<file path="config.mk">
export PLATFORM = sky130hd
export DESIGN_NAME = pokey_music_sequencer
export DESIGN_NICKNAME = d
export VERILOG_FILES = /design/src/rtl/pokey_pkg.sv /design/src/rtl/pokey_bus_mux.sv /design/src/rtl/pokey_music_sequencer.sv
export SDC_FILE = /design/constraint.sdc
export NUM_CORES = 1
export LEC_CHECK = 0
export CAP_MARGIN = 30
export CORE_ASPECT_RATIO = 0.6
export CORE_MARGIN = 4
export CORE_UTILIZATION = 40
export DETAILED_ROUTE_END_ITERATION = 6
export DONT_BUFFER_PORTS = 1
export GPL_TIMING_DRIVEN = 1
export PLACE_DENSITY = 0.65
export SLEW_MARGIN = 20
export SYNTH_ARGS = -nofsm -noshare
export SYNTH_HDL_FRONTEND = slang
export SYNTH_SLANG_ARGS = --single-unit
</file>
<file path="constraint.sdc">
create_clock -name clk -period 3.19 [get_ports clk]
set_clock_uncertainty 0.2 [all_clocks]
set_input_delay 0.957 -clock clk [delete_from_list [all_inputs] [get_ports clk]]
set_output_delay 0.957 -clock clk [all_outputs]
set_load 0.01 [all_outputs]
</file>
<file path="src/rtl/pokey_pkg.sv">
// Shared definitions for the POKEY music sequencer: script opcodes,
// POKEY register addresses, sequencer state encoding.
package pokey_pkg;

    localparam logic [3:0] OP_END   = 4'h0;
    localparam logic [3:0] OP_WRITE = 4'h1;
    localparam logic [3:0] OP_WAIT  = 4'h2;
    localparam logic [3:0] OP_JUMP  = 4'h3;

    localparam logic [3:0] AUDF0  = 4'h0;
    localparam logic [3:0] AUDC0  = 4'h1;
    localparam logic [3:0] AUDF1  = 4'h2;
    localparam logic [3:0] AUDC1  = 4'h3;
    localparam logic [3:0] AUDF2  = 4'h4;
    localparam logic [3:0] AUDC2  = 4'h5;
    localparam logic [3:0] AUDF3  = 4'h6;
    localparam logic [3:0] AUDC3  = 4'h7;
    localparam logic [3:0] AUDCTL = 4'h8;

    typedef enum logic [2:0] {
        S_IDLE,
        S_FETCH,
        S_DECODE,
        S_HOLD,
        S_WAITF,
        S_MUTE
    } seq_state_e;

    // Channel control register silenced by the n-th mute write.
    function automatic logic [3:0] mute_addr(input logic [1:0] idx);
        logic [3:0] a;
        a = AUDC0;
        unique case (idx)
            2'd0: a = AUDC0;
            2'd1: a = AUDC1;
            2'd2: a = AUDC2;
            2'd3: a = AUDC3;
        endcase
        return a;
    endfunction

endpackage

</file>
<file path="src/rtl/pokey_bus_mux.sv">
// CPU-priority POKEY write mux with registered outputs.
// Ports: cpu_* / seq_* write requests in, seq_grant to FSM, pk_* to POKEY.
module pokey_bus_mux (
    input  logic       clk,
    input  logic       reset_n,
    input  logic       cpu_we,
    input  logic [3:0] cpu_addr,
    input  logic [7:0] cpu_din,
    input  logic       seq_req,
    input  logic [3:0] seq_addr,
    input  logic [7:0] seq_din,
    output logic       seq_grant,
    output logic       pk_we,
    output logic [3:0] pk_addr,
    output logic [7:0] pk_din
);

    assign seq_grant = seq_req & ~cpu_we;

    // Address/data hold their last value on idle cycles.
    always_ff @(posedge clk) begin
        if (!reset_n) begin
            pk_we   <= 1'b0;
            pk_addr <= 4'h0;
            pk_din  <= 8'h00;
        end else if (cpu_we) begin
            pk_we   <= 1'b1;
            pk_addr <= cpu_addr;
            pk_din  <= cpu_din;
        end else if (seq_req) begin
            pk_we   <= 1'b1;
            pk_addr <= seq_addr;
            pk_din  <= seq_din;
        end else begin
            pk_we   <= 1'b0;
        end
    end

endmodule

</file>
<file path="src/rtl/pokey_music_sequencer.sv">
// Plays a music/SFX script from ROM into POKEY, sharing the bus with the CPU.
// Ports: frame_tick/start/stop control, rom_addr/rom_data script ROM,
// cpu_* CPU writes, pk_* POKEY writes, busy status.
module pokey_music_sequencer
    import pokey_pkg::*;
#(
    parameter int ROM_AW = 10,
    parameter int WAIT_W = 8
) (
    input  logic              clk,
    input  logic              reset_n,
    input  logic              frame_tick,
    input  logic              start,
    input  logic              stop,
    input  logic [ROM_AW-1:0] start_addr,
    output logic              busy,
    output logic [ROM_AW-1:0] rom_addr,
    input  logic [15:0]       rom_data,
    input  logic              cpu_we,
    input  logic [3:0]        cpu_addr,
    input  logic [7:0]        cpu_din,
    output logic              pk_we,
    output logic [3:0]        pk_addr,
    output logic [7:0]        pk_din
);

    seq_state_e        state, state_n;
    logic [ROM_AW-1:0] pc, pc_n;
    logic [WAIT_W-1:0] cnt, cnt_n;
    logic [1:0]        mute_idx, mute_idx_n;
    logic [3:0]        hold_addr, hold_addr_n;
    logic [7:0]        hold_din, hold_din_n;
    logic              seq_req, seq_grant;
    logic [3:0]        seq_addr;
    logic [7:0]        seq_din;
    logic [3:0]        op;
    logic              abort, restart;

    assign op       = rom_data[15:12];
    assign busy     = (state != S_IDLE);
    assign rom_addr = pc;

    // stop beats start; neither has any effect once muting.
    assign abort   = stop && state != S_IDLE && state != S_MUTE;
    assign restart = start && !stop && state != S_MUTE;

    // Write request kept apart from next-state logic so the grant
    // feedback from the mux does not form a combinational loop.
    always_comb begin
        seq_req  = 1'b0;
        seq_addr = hold_addr;
        seq_din  = hold_din;
        if (!abort && !restart) begin
            unique case (state)
                S_DECODE: begin
                    if (op == OP_WRITE) begin
                        seq_req  = 1'b1;
                        seq_addr = rom_data[11:8];
                        seq_din  = rom_data[7:0];
                    end
                end
                S_HOLD: seq_req = 1'b1;
                S_MUTE: begin
                    seq_req  = 1'b1;
                    seq_addr = mute_addr(mute_idx);
                    seq_din  = 8'h00;
                end
                default: ;
            endcase
        end
    end

    always_comb begin
        state_n     = state;
        pc_n        = pc;
        cnt_n       = cnt;
        mute_idx_n  = mute_idx;
        hold_addr_n = hold_addr;
        hold_din_n  = hold_din;
        if (abort) begin
            state_n    = S_MUTE;
            mute_idx_n = 2'd0;
        end else if (restart) begin
            pc_n    = start_addr;
            state_n = S_FETCH;
        end else begin
            unique case (state)
                S_IDLE:  ;
                S_FETCH: state_n = S_DECODE;
                S_DECODE: begin
                    unique case (op)
                        OP_END: begin
                            state_n    = S_MUTE;
                            mute_idx_n = 2'd0;
                        end
                        OP_WRITE: begin
                            if (seq_grant) begin
                                pc_n    = pc + ROM_AW'(1);
                                state_n = S_FETCH;
                            end else begin
                                hold_addr_n = rom_data[11:8];
                                hold_din_n  = rom_data[7:0];
                                state_n     = S_HOLD;
                            end
                        end
                        OP_WAIT: begin
                            if (rom_data[WAIT_W-1:0] == '0) begin
                                pc_n    = pc + ROM_AW'(1);
                                state_n = S_FETCH;
                            end else begin
                                cnt_n   = rom_data[WAIT_W-1:0];
                                state_n = S_WAITF;
                            end
                        end
                        OP_JUMP: begin
                            pc_n    = rom_data[ROM_AW-1:0];
                            state_n = S_FETCH;
                        end
                        default: begin
                            pc_n    = pc + ROM_AW'(1);
                            state_n = S_FETCH;
                        end
                    endcase
                end
                S_HOLD: begin
                    if (seq_grant) begin
                        pc_n    = pc + ROM_AW'(1);
                        state_n = S_FETCH;
                    end
                end
                S_WAITF: begin
                    if (frame_tick) begin
                        if (cnt == WAIT_W'(1)) begin
                            pc_n    = pc + ROM_AW'(1);
                            state_n = S_FETCH;
                        end else begin
                            cnt_n = cnt - WAIT_W'(1);
                        end
                    end
                end
                S_MUTE: begin
                    if (seq_grant) begin
                        if (mute_idx == 2'd3) state_n = S_IDLE;
                        mute_idx_n = mute_idx + 2'd1;
                    end
                end
                default: state_n = S_IDLE;
            endcase
        end
    end

    always_ff @(posedge clk) begin
        if (!reset_n) begin
            state     <= S_IDLE;
            pc        <= '0;
            cnt       <= '0;
            mute_idx  <= 2'd0;
            hold_addr <= 4'h0;
            hold_din  <= 8'h00;
        end else begin
            state     <= state_n;
            pc        <= pc_n;
            cnt       <= cnt_n;
            mute_idx  <= mute_idx_n;
            hold_addr <= hold_addr_n;
            hold_din  <= hold_din_n;
        end
    end

    pokey_bus_mux u_mux (
        .clk       (clk),
        .reset_n   (reset_n),
        .cpu_we    (cpu_we),
        .cpu_addr  (cpu_addr),
        .cpu_din   (cpu_din),
        .seq_req   (seq_req),
        .seq_addr  (seq_addr),
        .seq_din   (seq_din),
        .seq_grant (seq_grant),
        .pk_we     (pk_we),
        .pk_addr   (pk_addr),
        .pk_din    (pk_din)
    );

endmodule
</file>
==> run_1/met1.png <==
Drawn at 4 px/um. Supply wires on this layer in gray.
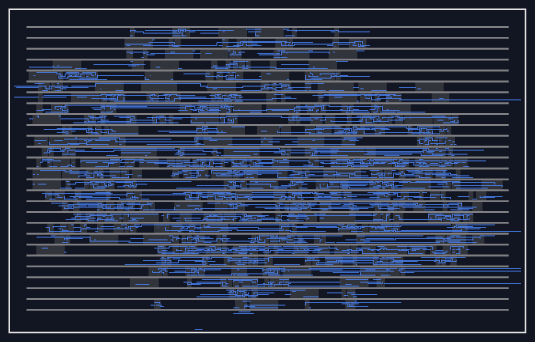
wire length on this layer: 5550 um
main direction: horizontal
share of all routed wire: 48%
longest straight run: 40.7 um
nets with wire on the layer: 479

==> run_1/met2.png <==
Drawn at 4 px/um.
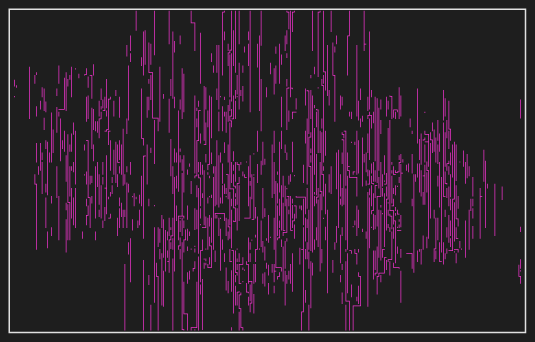
main direction: vertical
longest straight run: 39.1 um
share of all routed wire: 39%
nets with wire on the layer: 408
wire length on this layer: 4530 um

==> run_1/met3.png <==
Drawn at 6 px/um.
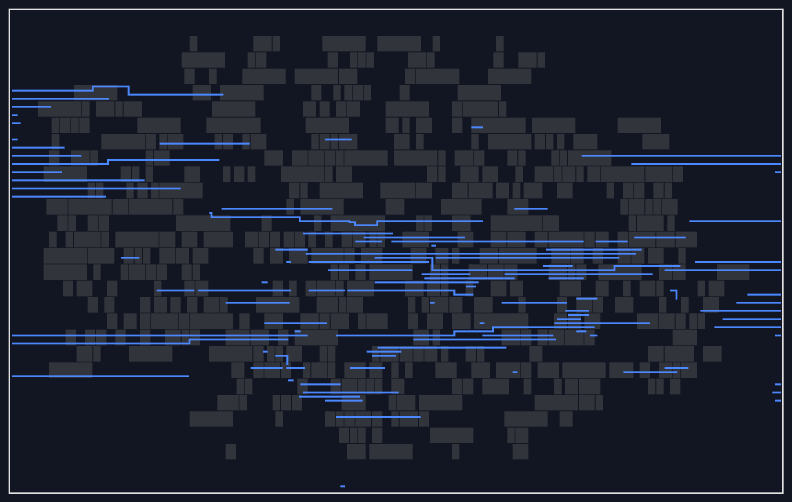
nets with wire on the layer: 70
share of all routed wire: 11%

==> results.cfg, run 1 <==
; synthesis and place-and-route metrics
[outcome]
status = finished, final reports clean

[drt]
drtIter0Drc = 337
wl_met3_um = 1220
wl_met2_um = 4530
detail_route.wl_per_cell_um = 20.0
ant_nets = 0
drt-met1-wl_um = 5550
via_per_inst = 6.29
highest_layer = met4
drc = 0
dr_total_vias = 3607
first_pass_iters = 6

[power]
sequentialPowerShare = 0.377
swShare = 0.388
clkPwrFrac = 0.271
comb_cell_power_mw = 0.728
seq-power_mw = 0.778
power_leader = sequential cells
power_mw = 2.06
vdd_ir_drop_max_v = 0.000253
p_leak_nw = 1.27
power_density_nw_per_um2 = 554
pg_clk_mw = 0.559

[worst_setup_path]
critPathMaxFanout = 21
startpoint = state[2]$_SDFFE_PN0P_
cp_slowest_cell = dfxtp_1
critPathTopFamily = AND-OR/OR-AND gates
end_kind = flop
reg2reg_depth = 6
path_depth = 6
crit_buf_inv = 0
cp.arrival_ps = 2760
cp_slowest_stage_delay_ps = 840
worstPathRequired_ps = 3200
rr_startpoint = state[2]$_SDFFE_PN0P_
reg2reg_slack_ps = 440
worst_setup_path_endpoint = rom_addr[2]$_SDFFE_PN0P_
r2r-end = rom_addr[2]$_SDFFE_PN0P_
crit_type = flop to flop

[logic_synthesis]
top_cell_area_share = 0.275
yosysChipArea_um2 = 3500
top_cells_by_count = nand2_1 (84), a21oi_1 (54), dfxtp_1 (48), nor2_1 (39), o21ai_0 (21)
syn_inst = 466
top_logic_kind = AND-OR/OR-AND gates
avgSynthCellArea_um2 = 7.50
fp_nets = 517
edf_count = 0
top_cell = nand2_1
simple_gate_area_frac = 0.295
aoi_share = 0.325
yosysWarnings = 0
async_reset_ff_frac = 0
yosys-stat-cells = 466
synth_flops = 48
synthDistinctLibCells = 74
synth.area.top_cells = dfxtp_1 (27%), nand2_1 (9.0%), a21oi_1 (7.7%)
seq_area_frac_synth = 0.275
yosys.area.top_type = dfxtp_1
mux_share = 0.0118
fa_ha_area_frac = 0.0251

[sta]
report.final.slew_viol_count = 0
post-route-period-util = 0.861
rsz0062_at_grt = false
slew_headroom = 0.471
setup_ws_ps = 443
timing.final.crit_period_ps = 2750
setup_viol = 0
hold_viol = 0
fmax_mhz = 364
fin_hold_ws_ps = 254
fin_setup_tns_ps = 0
worst_pin_slew_ps = 793

[cells_and_area]
instances_no_fill = 573
n_fill_cell = 896
layout.cells.most_common = nand2_1
comb_share = 0.621
register_area_um2 = 961
sh_seq_area = 0.258
num-clock-buffers = 6
finalInstanceArea_um2 = 3730
clk_share = 0.0409
largestClassByArea = combinational gates
antennaDiodeCount = 0
combGateArea_um2 = 2310
fin_util = 0.438
logic_gates = 378
largest_register_ffs = 10
signal_buffers = 16
buffer_area_frac = 0.0322

[clocking]
htree_levels = 2
clock-root-buffer = clkbuf_16
clk_path_buf_depth = 2
cts_tree = built
clkSlewWorstSetupHoldPaths_ps = 70
cts_resized = 0
post_cts_buffers = 0
clkSinkCount = 48
cts_made_buffers = 5
clk_latency_ps = 300
cts_hold_buffers = 0

[die]
core_area_um2 = 8520
die_x_um = 129
rows = 26
dieArea_um2 = 10300
pin_count = 68
fp-utilization = 0.410
die_h_um = 80.4
taps = 112

[grt]
grt_util_met2 = 0.306
gr-usage-all-layers = 0.221
top_usage_layer = met1
grt_use_met1 = 0.326
grt_max_degree = 33
grt_overflow = 0
grt_pass1_wl_um = 18100
met3_usage = 0.0718
grt_pass1_vias = 3303

[placement]
routabilityCongestion = 0.963
dpl.hpwl_um = 8640
pre_cts_ws_ps = 315
placedInstanceArea_um2 = 3580
placed_cells = 565

[flow_run]
maxCapViolCount = 0
tool_warnings = 30

[hold_path]
hold_end = hold_din[0]$_SDFFE_PN0P_
hold_path.class = flop to flop
min-delay-start = hold_din[0]$_SDFFE_PN0P_
hold_depth = 2
==> run_1/final_congestion.png <==
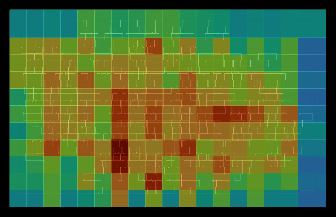

==> run 2: changes to the inputs <==
--- a/config.mk
+++ b/config.mk
@@ -8,11 +8,11 @@
 export CAP_MARGIN = 30
 export CORE_ASPECT_RATIO = 0.6
 export CORE_MARGIN = 4
-export CORE_UTILIZATION = 40
+export CORE_UTILIZATION = 53
 export DETAILED_ROUTE_END_ITERATION = 6
 export DONT_BUFFER_PORTS = 1
 export GPL_TIMING_DRIVEN = 1
-export PLACE_DENSITY = 0.65
+export PLACE_DENSITY = 0.79
 export SLEW_MARGIN = 20
 export SYNTH_ARGS = -nofsm -noshare
 export SYNTH_HDL_FRONTEND = slang
==> run_2/final_congestion.png <==
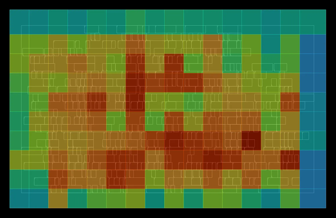
met1 usage: 0.403
GR Layer Usage met2: 0.375
Util after Layout: 0.590
GR peak layer: met1

==> run_2/met1.png <==
Drawn at 4 px/um. Supply wires on this layer in gray.
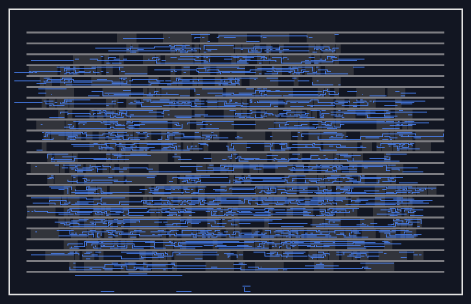
share of all routed wire: 42%
main direction: horizontal
longest straight run: 26.7 um
nets with wire on the layer: 473
wire length on this layer: 4670 um
total wire length: 11000 um
Vias: 3698

==> run_2/met2.png <==
Drawn at 4 px/um.
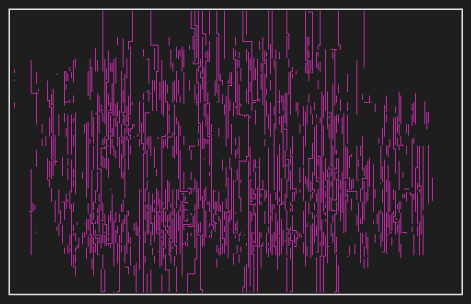
wire length on this layer: 4410 um
main direction: vertical
share of all routed wire: 40%
longest straight run: 34.7 um
nets with wire on the layer: 413

==> run 2 against run 1 <==
Wire length fell by 4.0%. Worst setup slack got worse by 190 ps. Synthesized cell count unchanged. Maximum frequency is 6.5% lower. Cell count is 4.7% lower. Non-clock buffer count increased by 1. Critical path type unchanged. Combinational power grew 8.0%. Critical path depth up 1. Area after synthesis unchanged. Final area fell by 1.2%.
==> results.cfg, run 2 <==
; synthesis and place-and-route metrics
[sta]
report.final.slew_viol_count = 0
timing.final.crit_period_ps = 2940
post-route-period-util = 0.921
fin_setup_tns_ps = 0
slew_headroom = 0.488
rsz0062_at_grt = false
setup_ws_ps = 251
hold_viol = 0
worst_pin_slew_ps = 760
fmax_mhz = 340
setup_viol = 0

[logic_synthesis]
yosys-stat-cells = 466
top_cell_area_share = 0.275
top_cell = nand2_1
synth.area.top_cells = dfxtp_1 (27%), nand2_1 (9.0%), a21oi_1 (7.7%)
aoi_share = 0.325
yosys.area.top_type = dfxtp_1
avgSynthCellArea_um2 = 7.50
simple_gate_area_frac = 0.295
fa_ha_area_frac = 0.0251
top_logic_kind = AND-OR/OR-AND gates
yosysWarnings = 0
synth_flops = 48
synthDistinctLibCells = 74
edf_count = 0
yosysChipArea_um2 = 3500

[cells_and_area]
num-clock-buffers = 6
logic_gates = 378
signal_buffers = 17
antennaDiodeCount = 0
layout.cells.most_common = nand2_1
finalInstanceArea_um2 = 3680
largestClassByArea = combinational gates
sh_seq_area = 0.261

[clocking]
cts_resized = 0
post_cts_buffers = 0
clkSlewWorstSetupHoldPaths_ps = 100
cts_hold_buffers = 0
cts_made_buffers = 5
clk_latency_ps = 320
clkSinkCount = 48
clk_path_buf_depth = 2

[power]
clkPwrFrac = 0.240
power_mw = 2.02
swShare = 0.393
seq-power_mw = 0.748
pg_clk_mw = 0.486
power_density_nw_per_um2 = 548
p_leak_nw = 1.27
vdd_ir_drop_max_v = 0.000202
power_leader = combinational logic

[worst_setup_path]
worst_setup_path_endpoint = hold_din[3]$_SDFFE_PN0P_
critPathTopFamily = simple AND/OR/NAND/NOR gates
cp_slowest_cell = nand2b_1
crit_type = flop to flop
end_kind = flop
cp_slowest_stage_delay_ps = 490
rr_startpoint = state[2]$_SDFFE_PN0P_
reg2reg_depth = 7
startpoint = state[2]$_SDFFE_PN0P_
cp.arrival_ps = 2970
critPathMaxFanout = 13
path_depth = 7

[drt]
first_pass_iters = 5
highest_layer = met4
detail_route.wl_per_cell_um = 20.2
wl_met3_um = 1740
drtIter0Drc = 418
ant_nets = 0
drt-met1-wl_um = 4670
drc = 0
via_per_inst = 6.77

[die]
dieArea_um2 = 8000
rows = 22
fp-utilization = 0.559
taps = 84
die_x_um = 113
core_area_um2 = 6250

[placement]
pre_cts_ws_ps = 175
placedInstanceArea_um2 = 3550

[hold_path]
min-delay-start = hold_addr[2]$_SDFFE_PN0P_
hold_path.class = flop to flop

[grt]
gr-usage-all-layers = 0.276
grt_overflow = 0

[outcome]
status = finished, final reports clean
==> run_2/met3.png <==
Drawn at 4 px/um.
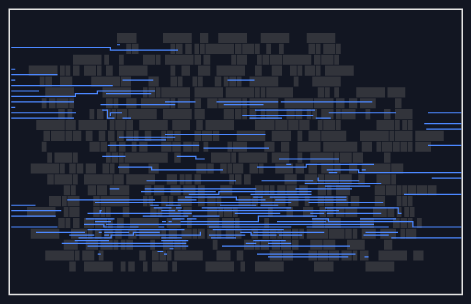

==> run 3: changes to the inputs <==
--- a/config.mk
+++ b/config.mk
@@ -8,11 +8,12 @@
 export CAP_MARGIN = 30
 export CORE_ASPECT_RATIO = 0.6
 export CORE_MARGIN = 4
-export CORE_UTILIZATION = 53
+export CORE_UTILIZATION = 25
+export CTS_CLUSTER_DIAMETER = 120
 export DETAILED_ROUTE_END_ITERATION = 6
 export DONT_BUFFER_PORTS = 1
 export GPL_TIMING_DRIVEN = 1
-export PLACE_DENSITY = 0.79
+export PLACE_DENSITY = 0.49
 export SLEW_MARGIN = 20
 export SYNTH_ARGS = -nofsm -noshare
 export SYNTH_HDL_FRONTEND = slang
==> run_3/met3.png <==
Drawn at 4 px/um.
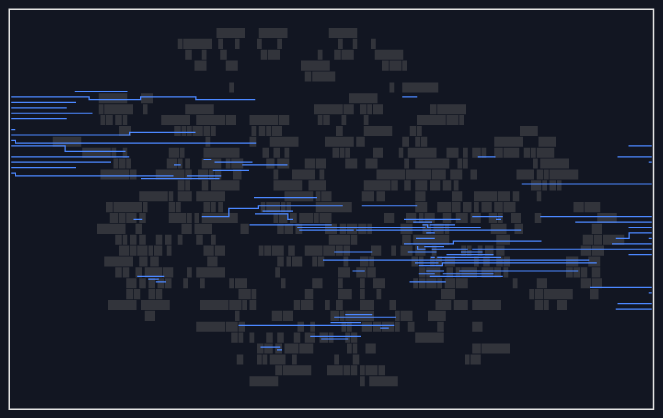
main direction: horizontal
nets with wire on the layer: 68
share of all routed wire: 10%

==> run_3/clock_map.png <==
Drawn at 2 px/um.
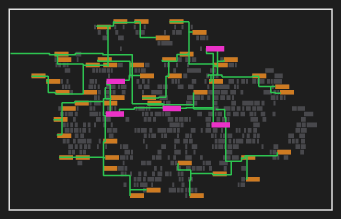
[flip-flops] orange | count: 48
[cells driving clock nets] magenta | count: 5
[clock wires] green | length: 896 um
routed clock nets: 6

==> run 3 against run 2 <==
Synthesized cell count unchanged. Die size is 100% higher. First-iteration DRC count fell by 19%. Wire length rose by 18%. Clock power up 21%. Total power increased by 5.6%. Combinational power grew 1%. Sequential power up 0.5%. Maximum frequency increased by 10%. Largest power group unchanged.
==> results.cfg, run 3 <==
; synthesis and place-and-route metrics
[cells_and_area]
fin_util = 0.286
antennaDiodeCount = 0
logic_gates = 378
finalInstanceArea_um2 = 3900
largestClassByArea = combinational gates
area_delta_synth_final_pct = 11.6
num-nets-final = 519
signal_buffers = 24
instances_no_fill = 661
n_fill_cell = 1486
sh_seq_area = 0.246
seq_cell_count = 48
layout.cells.most_common = nand2_1
layout_top_cells = nand2_1 (84), a21oi_1 (54), dfxtp_1 (48), nor2_1 (39), buf_4 (23)
num-clock-buffers = 6

[worst_setup_path]
critPathMaxFanout = 12
critPathTopFamily = AND-OR/OR-AND gates
crit_type = flop to flop
cp.arrival_ps = 2700
path_depth = 7
crit_buf_inv = 1
cp_slowest_cell = dfxtp_1
worst_setup_path_endpoint = u_mux.pk_din[3]$_SDFFE_PN0P_
start_kind = flop
rr_startpoint = state[2]$_SDFFE_PN0P_
end_kind = flop
reg2reg_depth = 7
r2r-end = u_mux.pk_din[3]$_SDFFE_PN0P_
worstPathRequired_ps = 3230
startpoint = state[2]$_SDFFE_PN0P_
cp_slowest_stage_delay_ps = 640

[flow_run]
tool_warnings = 30

[sta]
setup_viol = 0
hold_viol = 0
report.final.slew_viol_count = 0
fin_setup_tns_ps = 0
fmax_mhz = 376
slew_headroom = 0.591
post-route-period-util = 0.835
fin_hold_ws_ps = 257
setup_ws_ps = 528
timing.final.crit_period_ps = 2660
worst_pin_slew_ps = 608
rsz0062_at_grt = false

[grt]
antenna_found_initial = 0
grt_max_degree = 33
grt_util_met2 = 0.230
grt_overflow = 0
top_usage_layer = met1
grt_pass1_vias = 3509
met3_usage = 0.0625

[logic_synthesis]
synth.area.top_cells = dfxtp_1 (27%), nand2_1 (9.0%), a21oi_1 (7.7%)
fp_nets = 517
yosys.area.top_type = dfxtp_1
top_logic_kind = AND-OR/OR-AND gates
aoi_share = 0.325
edf_count = 0
synth_flops = 48
simple_gate_area_frac = 0.295
avgSynthCellArea_um2 = 7.50
yosysChipArea_um2 = 3500
synthDistinctLibCells = 74
syn_area_um2 = 3500
yosys-stat-cells = 466
top_cell_area_share = 0.275
top_cell = nand2_1
fa_ha_area_frac = 0.0251
yosysWarnings = 0
mux_share = 0.0118

[clocking]
clk_path_buf_depth = 2
post_cts_buffers = 0
cts_hold_buffers = 0
cts_resized = 0
cts_made_buffers = 5
htree_levels = 2
clk_latency_ps = 300
clkSinkCount = 48
clkSlewWorstSetupHoldPaths_ps = 70

[outcome]
status = finished, final reports clean

[die]
taps = 192
dieArea_um2 = 16000
die_x_um = 161
core_area_um2 = 13700
fp-utilization = 0.256
rows = 33

[drt]
ant_nets = 0
wl_um = 13000
wl_met2_um = 5190
via_per_inst = 5.52
drc = 0
drtIter0Drc = 338
wl_met3_um = 1300
dr_total_vias = 3651
detail_route.wl_per_cell_um = 19.7
drt-met1-wl_um = 6440
first_pass_iters = 5
highest_layer = met4

[hold_path]
min-delay-start = hold_din[4]$_SDFFE_PN0P_
hold_depth = 2
hold_path.class = flop to flop
hold_end = hold_din[4]$_SDFFE_PN0P_

[placement]
io_buffer_count = 0
placedInstanceArea_um2 = 3750
pre_cts_ws_ps = 272

[power]
clkPwrFrac = 0.275
p_int_mw = 1.29
power_density_nw_per_um2 = 547
seq-power_mw = 0.752
power_mw = 2.13
comb_power_share = 0.372
swShare = 0.397
p_leak_nw = 1.32
vdd_ir_drop_max_v = 0.000194
power_leader = combinational logic
comb_cell_power_mw = 0.795
pg_clk_mw = 0.587
==> run_3/final_congestion.png <==
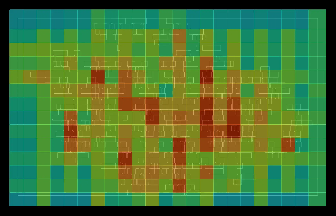
GRT Util Overall: 0.162
met1 usage: 0.236

No activity file was given, so power comes from the tool's default toggle rates.
